[src/rtl/led_pattern_ctrl.sv]
// LED pattern register with write/set/clear/toggle updates and a prescaled
// animation engine (static, rotate-left, rotate-right, blink).
module led_pattern_ctrl #(
  parameter int unsigned      WIDTH     = 16,
  parameter logic [WIDTH-1:0] RESET_VAL = 16'h0001,
  parameter int unsigned      TICK_DIV  = 50_000_000,
  parameter int unsigned      CNT_W     = 26
) (
  input  logic             clock,
  input  logic             reset,
  input  logic [WIDTH-1:0] D,
  input  logic             LD,
  input  logic [1:0]       OP,
  input  logic [1:0]       MODE_D,
  input  logic             MODE_LD,
  output logic [WIDTH-1:0] led,
  output logic [1:0]       mode,
  output logic             tick
);

  typedef enum logic [1:0] {
    OP_WRITE  = 2'b00,
    OP_SET    = 2'b01,
    OP_CLEAR  = 2'b10,
    OP_TOGGLE = 2'b11
  } op_e;

  typedef enum logic [1:0] {
    M_STATIC = 2'b00,
    M_ROL    = 2'b01,
    M_ROR    = 2'b10,
    M_BLINK  = 2'b11
  } mode_e;

  localparam logic [CNT_W-1:0] CNT_MAX = CNT_W'(TICK_DIV - 1);

  logic [WIDTH-1:0] pattern;
  logic [WIDTH-1:0] ld_value;
  mode_e            mode_q;
  logic             blank;
  logic [CNT_W-1:0] cnt;

  always_comb begin
    ld_value = D;
    unique case (op_e'(OP))
      OP_WRITE:  ld_value = D;
      OP_SET:    ld_value = pattern | D;
      OP_CLEAR:  ld_value = pattern & ~D;
      OP_TOGGLE: ld_value = pattern ^ D;
    endcase
  end

  // NOTE: every register below is written with <= so that all of them sample
  // the pre-edge values; blocking assignments here would let a tick or mode
  // change leak into other registers within the same edge.
  always_ff @(posedge clock) begin
    if (reset) begin
      pattern <= RESET_VAL;
      mode_q  <= M_STATIC;
      blank   <= 1'b0;
      cnt     <= '0;
      tick    <= 1'b0;
    end else begin
      // Prescaler restarts on a mode change so the new mode gets a full period.
      tick <= (cnt == CNT_MAX);
      if (MODE_LD || cnt == CNT_MAX) cnt <= '0;
      else                           cnt <= cnt + CNT_W'(1);

      // A concurrent LD wins over the tick's rotation; the tick uses the old mode.
      if (LD) begin
        pattern <= ld_value;
      end else if (tick) begin
        unique case (mode_q)
          M_ROL:   pattern <= {pattern[WIDTH-2:0], pattern[WIDTH-1]};
          M_ROR:   pattern <= {pattern[0], pattern[WIDTH-1:1]};
          default: pattern <= pattern;
        endcase
      end

      if (MODE_LD) begin
        mode_q <= mode_e'(MODE_D);
        blank  <= 1'b0;
      end else if (tick && mode_q == M_BLINK) begin
        blank <= ~blank;
      end
    end
  end

  assign led  = (mode_q == M_BLINK && blank) ? '0 : pattern;
  assign mode = mode_q;

endmodule

[config.mk]
export PLATFORM = sky130hd
export DESIGN_NAME = led_pattern_ctrl
export DESIGN_NICKNAME = d
export VERILOG_FILES = /design/src/rtl/led_pattern_ctrl.sv
export SDC_FILE = /design/constraint.sdc
export NUM_CORES = 1
export LEC_CHECK = 0
export ABC_AREA = 0
export CELL_PAD_IN_SITES_DETAIL_PLACEMENT = 1
export CELL_PAD_IN_SITES_GLOBAL_PLACEMENT = 1
export CORE_MARGIN = 10
export CORE_UTILIZATION = 45
export CTS_CLUSTER_SIZE = 14
export DETAILED_ROUTE_END_ITERATION = 8
export GPL_TIMING_DRIVEN = 0
export PLACE_DENSITY = 0.93
export SYNTH_ARGS = -nofsm -noshare
export SYNTH_HDL_FRONTEND = slang
export SYNTH_SLANG_ARGS = --single-unit
[constraint.sdc]
create_clock -name clock -period 3 [get_ports clock]
set_clock_uncertainty 0.1 [all_clocks]
set_input_delay 0.6 -clock clock [delete_from_list [all_inputs] [get_ports clock]]
set_output_delay 0.6 -clock clock [all_outputs]
set_load 0.005 [all_outputs]
### Routing congestion

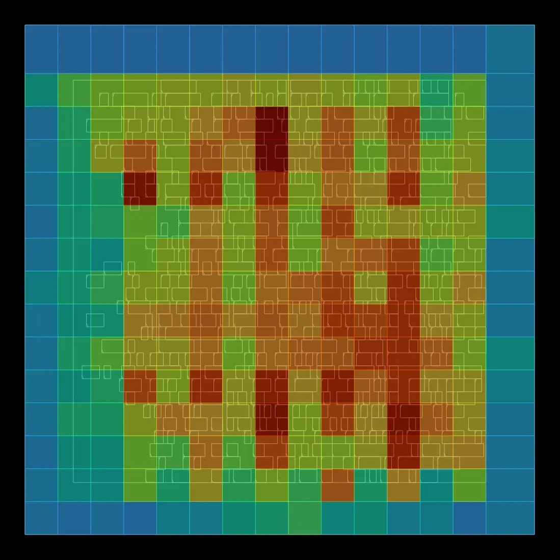
final core occ: 55.2%
total track usage: 19.2%
GR peak layer: met2

### Gate families picked out

Bar = 20 µm.
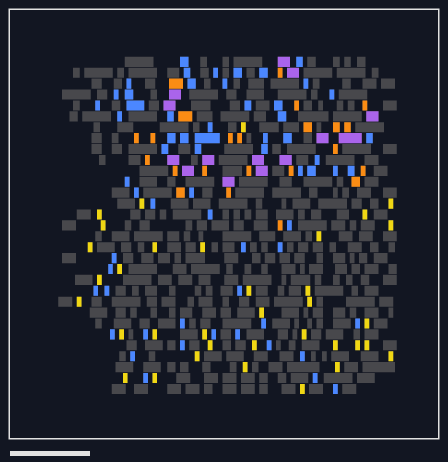
xor and xnor cells -> purple  # cells 14
nand cells -> blue  # cells 62
inv cells -> yellow  # cells 35
nor cells -> orange  # cells 23

==> impl_metrics.json <==
{
  "timing.final.ws_setup_ns": 0.265,
  "simple_gate_share_pct": 19.9,
  "top_logic_kind": "AND-OR/OR-AND gates",
  "fa_ha_area_share_pct": 12.2,
  "rsz0062_at_grt": "no",
  "vias": 3364,
  "powerClk_mw": 0.402,
  "ant_nets": 0,
  "slew_headroom_pct": 60.3,
  "grt_antenna_before_repair": 0,
  "outcome": "finished, final reports clean",
  "ys_cells": 418,
  "maxPowerGroup": "sequential cells",
  "p_comb_mw": 0.290,
  "taps": 99,
  "htree_levels": 2,
  "total_power_mw": 1.35,
  "fp_util_pct": 46.5,
  "whs_path_depth": 1,
  "largest_register_ffs": 26,
  "largest_class": "combinational gates",
  "ys_sh_mux_pct": 6.65,
  "detailedRoute.firstIterationViolations": 195,
  "numCtsBuffers": 5,
  "ys_seq_share_pct": 27.2,
  "vdd_drop_max_mv": 0.151
}
### Drive-strength map

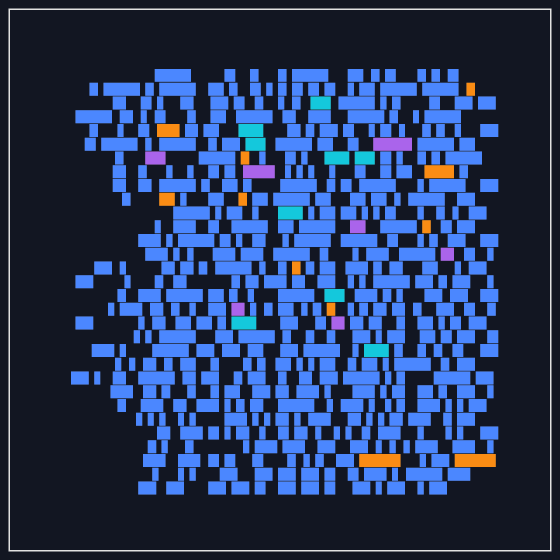
x1 and smaller -> blue  # cells 441, share 94%
x3 and x4 -> purple  # cells 7, share 1.5%
x6 and larger -> cyan  # cells 9, share 1.9%
x2 -> orange  # cells 11, share 2.4%

